`src/rtl/tpic_chain_check_pkg.sv`:
```
// Shared types and constants for the TPIC shift-chain monitor.
package tpic_chain_check_pkg;

    typedef enum logic [1:0] {
        ST_UNSYNC  = 2'd0,
        ST_SHIFT   = 2'd1,
        ST_COMPARE = 2'd2
    } state_e;

    localparam logic [7:0] FAULT_NONE      = 8'hFF;
    localparam int         TPIC_CHAIN_BITS = 432;

    function automatic logic [15:0] sat_inc16(input logic [15:0] v);
        return (v == 16'hFFFF) ? v : v + 16'd1;
    endfunction

endpackage

```
`src/rtl/tpic_chain_check_edge_det.sv`:
```
// One-flop rising-edge detector; rise_o is combinational from the live input.
module tpic_chain_check_edge_det (
    input  logic clk_i,
    input  logic reset_i,
    input  logic d_i,
    output logic rise_o
);

    logic d_q;

    always_ff @(posedge clk_i) begin
        if (reset_i) d_q <= 1'b0;
        else         d_q <= d_i;
    end

    assign rise_o = d_i & ~d_q;

endmodule

```
`src/rtl/tpic_chain_check.sv`:
```
// TPIC chain monitor: compares serial readback of frame N with the data latched for frame N-1.
// Result pulse 2+k clks after rck for a bad byte k, 2+NBYTES on pass, 2 on length error; no backpressure.
module tpic_chain_check
    import tpic_chain_check_pkg::*;
#(
    parameter int WIDTH = TPIC_CHAIN_BITS
) (
    input  logic             clk_i,
    input  logic             reset_i,
    input  logic             enable_i,
    input  logic             sclk_i,
    input  logic             rck_i,
    input  logic             sin_i,
    input  logic [WIDTH-1:0] data_i,
    output logic             result_valid_o,
    output logic             chain_ok_o,
    output logic [7:0]       fault_byte_o,
    output logic             length_err_o,
    output logic [15:0]      fault_cnt_o,
    output logic [15:0]      frame_cnt_o
);

    localparam int             NBYTES   = WIDTH / 8;
    localparam int             CW       = $clog2(WIDTH + 2);
    localparam int             IW       = $clog2(WIDTH + 8);
    localparam logic [CW-1:0]  CNT_FULL = CW'(WIDTH);
    localparam logic [CW-1:0]  CNT_SAT  = CW'(WIDTH + 1);
    localparam logic [7:0]     K_END    = 8'(NBYTES);

    logic sclk_rise, rck_rise, sin_q;

    tpic_chain_check_edge_det u_sclk_det (
        .clk_i  (clk_i),
        .reset_i(reset_i),
        .d_i    (sclk_i),
        .rise_o (sclk_rise)
    );

    tpic_chain_check_edge_det u_rck_det (
        .clk_i  (clk_i),
        .reset_i(reset_i),
        .d_i    (rck_i),
        .rise_o (rck_rise)
    );

    always_ff @(posedge clk_i) begin
        sin_q <= sin_i;
    end

    state_e             state_q, state_d;
    logic [WIDTH-1:0]   cap_q, cap_d, snap_q, snap_d, exp_q, exp_d, chk_q, chk_d;
    logic [CW-1:0]      bitcnt_q, bitcnt_d;
    logic               len_ok_q, len_ok_d;
    logic [7:0]         k_q, k_d;
    logic               res_vld_q, res_vld_d, chain_ok_q, chain_ok_d, len_err_q, len_err_d;
    logic [7:0]         fault_byte_q, fault_byte_d;
    logic [15:0]        fault_cnt_q, fault_cnt_d, frame_cnt_q, frame_cnt_d;

    logic [WIDTH-1:0]   cap_shift;
    logic [CW-1:0]      cnt_inc;
    logic [IW-1:0]      bidx;
    logic [7:0]         snap_byte, chk_byte;
    logic               latch_frame, finish, res_ok, res_lerr;
    logic [7:0]         res_fb;

    // A bit shifted in the same clk as rck still belongs to the closing frame.
    assign cap_shift = sclk_rise ? {cap_q[WIDTH-2:0], sin_q} : cap_q;
    assign cnt_inc   = (sclk_rise && bitcnt_q != CNT_SAT) ? bitcnt_q + 1'b1 : bitcnt_q;
    assign bidx      = IW'({k_q, 3'b000});
    assign snap_byte = snap_q[bidx +: 8];
    assign chk_byte  = chk_q[bidx +: 8];

    always_comb begin
        state_d      = state_q;
        cap_d        = cap_shift;
        bitcnt_d     = cnt_inc;
        snap_d       = snap_q;
        exp_d        = exp_q;
        chk_d        = chk_q;
        len_ok_d     = len_ok_q;
        k_d          = k_q;
        res_vld_d    = 1'b0;
        chain_ok_d   = chain_ok_q;
        fault_byte_d = fault_byte_q;
        len_err_d    = len_err_q;
        fault_cnt_d  = fault_cnt_q;
        frame_cnt_d  = frame_cnt_q;
        latch_frame  = 1'b0;
        finish       = 1'b0;
        res_ok       = 1'b0;
        res_lerr     = 1'b0;
        res_fb       = FAULT_NONE;

        if (!enable_i) begin
            state_d  = ST_UNSYNC;
            cap_d    = '0;
            bitcnt_d = '0;
        end else begin
            case (state_q)
                ST_UNSYNC: begin
                    if (rck_rise) begin
                        exp_d    = data_i;
                        cap_d    = '0;
                        bitcnt_d = '0;
                        state_d  = ST_SHIFT;
                    end
                end
                ST_SHIFT: begin
                    latch_frame = rck_rise;
                end
                ST_COMPARE: begin
                    if (rck_rise) begin
                        // New frame arrived before the scan ended: report it as a length fault.
                        finish      = 1'b1;
                        res_lerr    = 1'b1;
                        latch_frame = 1'b1;
                    end else if (!len_ok_q) begin
                        finish   = 1'b1;
                        res_lerr = 1'b1;
                        state_d  = ST_SHIFT;
                    end else if (k_q == K_END) begin
                        finish  = 1'b1;
                        res_ok  = 1'b1;
                        state_d = ST_SHIFT;
                    end else if (snap_byte != chk_byte) begin
                        finish  = 1'b1;
                        res_fb  = k_q;
                        state_d = ST_SHIFT;
                    end else begin
                        k_d = k_q + 8'd1;
                    end
                end
                default: state_d = ST_UNSYNC;
            endcase
        end

        if (latch_frame) begin
            snap_d   = cap_shift;
            len_ok_d = (cnt_inc == CNT_FULL);
            chk_d    = exp_q;
            exp_d    = data_i;
            cap_d    = '0;
            bitcnt_d = '0;
            k_d      = 8'd0;
            state_d  = ST_COMPARE;
        end

        if (finish) begin
            res_vld_d    = 1'b1;
            chain_ok_d   = res_ok;
            fault_byte_d = res_fb;
            len_err_d    = res_lerr;
            frame_cnt_d  = frame_cnt_q + 16'd1;
            if (!res_ok) fault_cnt_d = sat_inc16(fault_cnt_q);
        end
    end

    always_ff @(posedge clk_i) begin
        if (reset_i) begin
            state_q      <= ST_UNSYNC;
            cap_q        <= '0;
            bitcnt_q     <= '0;
            snap_q       <= '0;
            exp_q        <= '0;
            chk_q        <= '0;
            len_ok_q     <= 1'b0;
            k_q          <= 8'd0;
            res_vld_q    <= 1'b0;
            chain_ok_q   <= 1'b0;
            fault_byte_q <= FAULT_NONE;
            len_err_q    <= 1'b0;
            fault_cnt_q  <= 16'd0;
            frame_cnt_q  <= 16'd0;
        end else begin
            state_q      <= state_d;
            cap_q        <= cap_d;
            bitcnt_q     <= bitcnt_d;
            snap_q       <= snap_d;
            exp_q        <= exp_d;
            chk_q        <= chk_d;
            len_ok_q     <= len_ok_d;
            k_q          <= k_d;
            res_vld_q    <= res_vld_d;
            chain_ok_q   <= chain_ok_d;
            fault_byte_q <= fault_byte_d;
            len_err_q    <= len_err_d;
            fault_cnt_q  <= fault_cnt_d;
            frame_cnt_q  <= frame_cnt_d;
        end
    end

    assign result_valid_o = res_vld_q;
    assign chain_ok_o     = chain_ok_q;
    assign fault_byte_o   = fault_byte_q;
    assign length_err_o   = len_err_q;
    assign fault_cnt_o    = fault_cnt_q;
    assign frame_cnt_o    = frame_cnt_q;

endmodule

```
`config.mk`:
```
export PLATFORM = sky130hd
export DESIGN_NAME = tpic_chain_check
export DESIGN_NICKNAME = d
export VERILOG_FILES = /design/src/rtl/tpic_chain_check_pkg.sv /design/src/rtl/tpic_chain_check_edge_det.sv /design/src/rtl/tpic_chain_check.sv
export SDC_FILE = /design/constraint.sdc
export NUM_CORES = 2
export LEC_CHECK = 0
export CORE_UTILIZATION = 49
export CTS_CLUSTER_DIAMETER = 200
export DETAILED_ROUTE_END_ITERATION = 12
export PLACE_DENSITY_LB_ADDON = 0.12
export SLEW_MARGIN = 20
export SYNTH_ARGS = -nofsm -noshare
export SYNTH_HDL_FRONTEND = slang
export SYNTH_SLANG_ARGS = --single-unit
```
`constraint.sdc`:
```
create_clock -name clk_i -period 3.3 [get_ports clk_i]
set_input_delay 0.66 -clock clk_i [delete_from_list [all_inputs] [get_ports clk_i]]
set_output_delay 0.66 -clock clk_i [all_outputs]
set_load 0.1 [all_outputs]
```
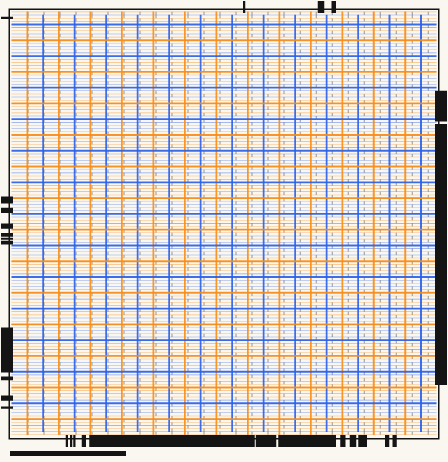
(supply network)
Scale bar: 100 um. Pins as bars on the die edge. Tap cells in grey.
- VSS: orange
- VDD: blue
- rows: 134
- tap cells: 1768
- met4 straps: 26
- met1 rails: 135
- met5 straps: 26

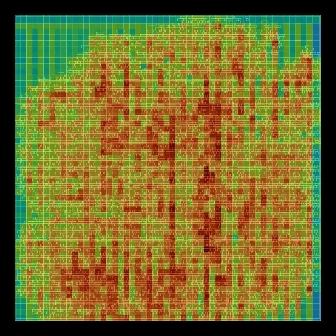
(routing congestion)
total track usage: 0.300
global-route met2 utilization: 0.474
GR Util met3: 0.0432
global routing usage on met1: 0.420

==> results.py <==
# Auto-generated metrics
metrics = {
    "run_status": {
        "run_status": "complete, but fails checks",
        "violated_checks": "setup timing",
    },
    "finish": {
        "inverters_excl_clock": 13,
        "layout_top_cells": "sky130_fd_sc_hd__dfxtp_1, sky130_fd_sc_hd__nand2_1, sky130_fd_sc_hd__mux2i_1",
        "post_layout_instance_area_sq_mm": 0.0820,
        "area_share_clock_buf_inv": 0.0726,
        "seq-cell-share": 0.438,
        "mi_logic_area_sq_mm": 0.0282,
        "largest_cell_class": "sequential cells",
        "diodes": 0,
        "lay_top_count": "sky130_fd_sc_hd__dfxtp_1",
        "finalNonFillerCells": 9165,
        "tally_of_filler_cells_in_the_layout": 11200,
        "area.sequential_sq_mm": 0.0359,
        "layout.non_clock_buffers": 959,
        "final_layout_size_suffix_gt1_frac": 0.151,
        "non_clock_buffer_area_share": 0.117,
        "fin_nets": 7695,
    },
    "global_route": {
        "grt_pass1_vias": 50000,
        "antenna_violations_before_repair": 4,
        "grt_max_degree": 147,
    },
    "setup_path": {
        "capturing_element_type_of_the_critical_path": "flip-flop",
        "worst_path_largest_cell_delay_ns": 0.58,
        "r2r_start": "k_q[0]",
        "flop2flop_setup_slack_ns": -0.69,
        "cp_max_fo": 10,
        "timing_worst_setup_path_type": "flip-flop to flip-flop",
        "rr_endpoint": "fault_cnt_o[15]",
        "worstPathRequired_ns": 4.02,
    },
    "yosys": {
        "compound_area_frac": 0.146,
        "synth.top_cells.by_count": "sky130_fd_sc_hd__dfxtp_1, sky130_fd_sc_hd__nand2_1, sky130_fd_sc_hd__mux2i_1, sky130_fd_sc_hd__nor2_1, sky130_fd_sc_hd__a21oi_1",
        "synth-seq-cells": 1794,
        "netlist_area_sq_mm": 0.0659,
        "synthFlopType": "sky130_fd_sc_hd__dfxtp_1",
        "synth-async-reset-ratio": 0,
        "most_common_cell": "sky130_fd_sc_hd__dfxtp_1",
        "yosys.area.top_type_share": 0.545,
        "syn_nets": 7089,
        "yosys.stat.seqShare": 0.545,
        "post_synth_inst_count": 6642,
        "synth.logic.top_family": "multiplexers",
        "synth_cell_type_count": 82,
        "yosysWarnings": 0,
        "synth-edff-count": 0,
        "synth-adder-area-share": 0.00171,
        "ys_cells": 6642,
        "simple_gate_area_frac": 0.122,
    },
    "floorplan": {
        "initial_utilization": 0.494,
        "fp.dieW_um": 369,
        "dieArea_sq_mm": 0.136,
        "rows": 134,
    },
    "min_path": {
        "worst_hold_path.num_cells": 2,
        "worstHoldPathType": "input port to flip-flop",
        "worst_hold_path.endpoint": "u_rck_det.d_q",
    },
    "detailed_routing": {
        "via_count_normalized_by_instance_count": 5.69,
        "route.detailed.drc": 0,
        "met2RoutedLength_um": 95300,
        "detail_route.first_pass.iterations": 8,
        "post_drt_wl_per_cell_um": 22.8,
        "top_layer": "met5",
        "drt_iter0_markers": 4548,
        "met3RoutedLength_um": 13000,
    },
    "clocking": {
        "clkLatencyLatePin_ns": 0.81,
        "tritoncts.num_buffers": 179,
        "clk_pin_slew_ns": 0.06,
        "ctsLongestPathBuffers": 3,
        "ctsHtreeMaxLevel": 4,
        "count_of_buffers_added_by_post_cts_timing_repair_for_setup": 35,
        "cts_root_buf": "sky130_fd_sc_hd__clkbuf_16",
        "cts_tree": "built",
    },
    "sta": {
        "finish_stage_setup_viols": 53,
        "layout_worst_path_cycle_share": 1.21,
        "maxSlewHeadroom": 0.325,
        "finalHoldViolCount": 0,
        "finalHoldWorstSlack_ns": 0.268,
        "period_minus_slack_ns": 3.99,
        "finalWorstSetupSlack_ns": -0.690,
        "setup_tns_ns": -31.03,
    },
    "flow_run": {
        "max_cap_check_violation_count": 0,
        "log.warning_count": 46,
    },
    "placement": {
        "post_dp_cell_area_sq_mm": 0.0747,
        "gp_congestion": 0.912,
        "portBuffers": 480,
    },
    "power": {
        "post_layout_total_power_mw": 44.9,
    },
}
-- power by group --
group | leakage (nW) | switching (mW) | internal [mW]
Clock | 2.95 | 8.66 | 11.9
Sequential | 14.5 | 0.209 | 21.9
Combinational | 12.8 | 1.24 | 0.947
-- registers in the layout (all words and copies together) (netlist names) --
name	count
cap_q	432
chk_q	432
exp_q	432
snap_q	432
fault_cnt_o	16
frame_cnt_o	16
bitcnt_q	9
fault_byte_o	8
k_q	8
state_q	2
chain_ok_o	1
len_ok_q	1
length_err_o	1
result_valid_o	1
sin_q	1
u_rck_det.d_q	1
u_sclk_det.d_q	1
-- critical path, delay by kind of cell (launching register included) --
kind,cells,cell delay (ns)
buffers and inverters,5,0.73
and+or+nand+nor,3,0.78
AOI/OAI and AO/OA,3,0.73
DFF,1,0.41
xor gates and xnor gates,1,0.17
muxes,2,1.08
No activity file was given, so power comes from the tool's default toggle rates.
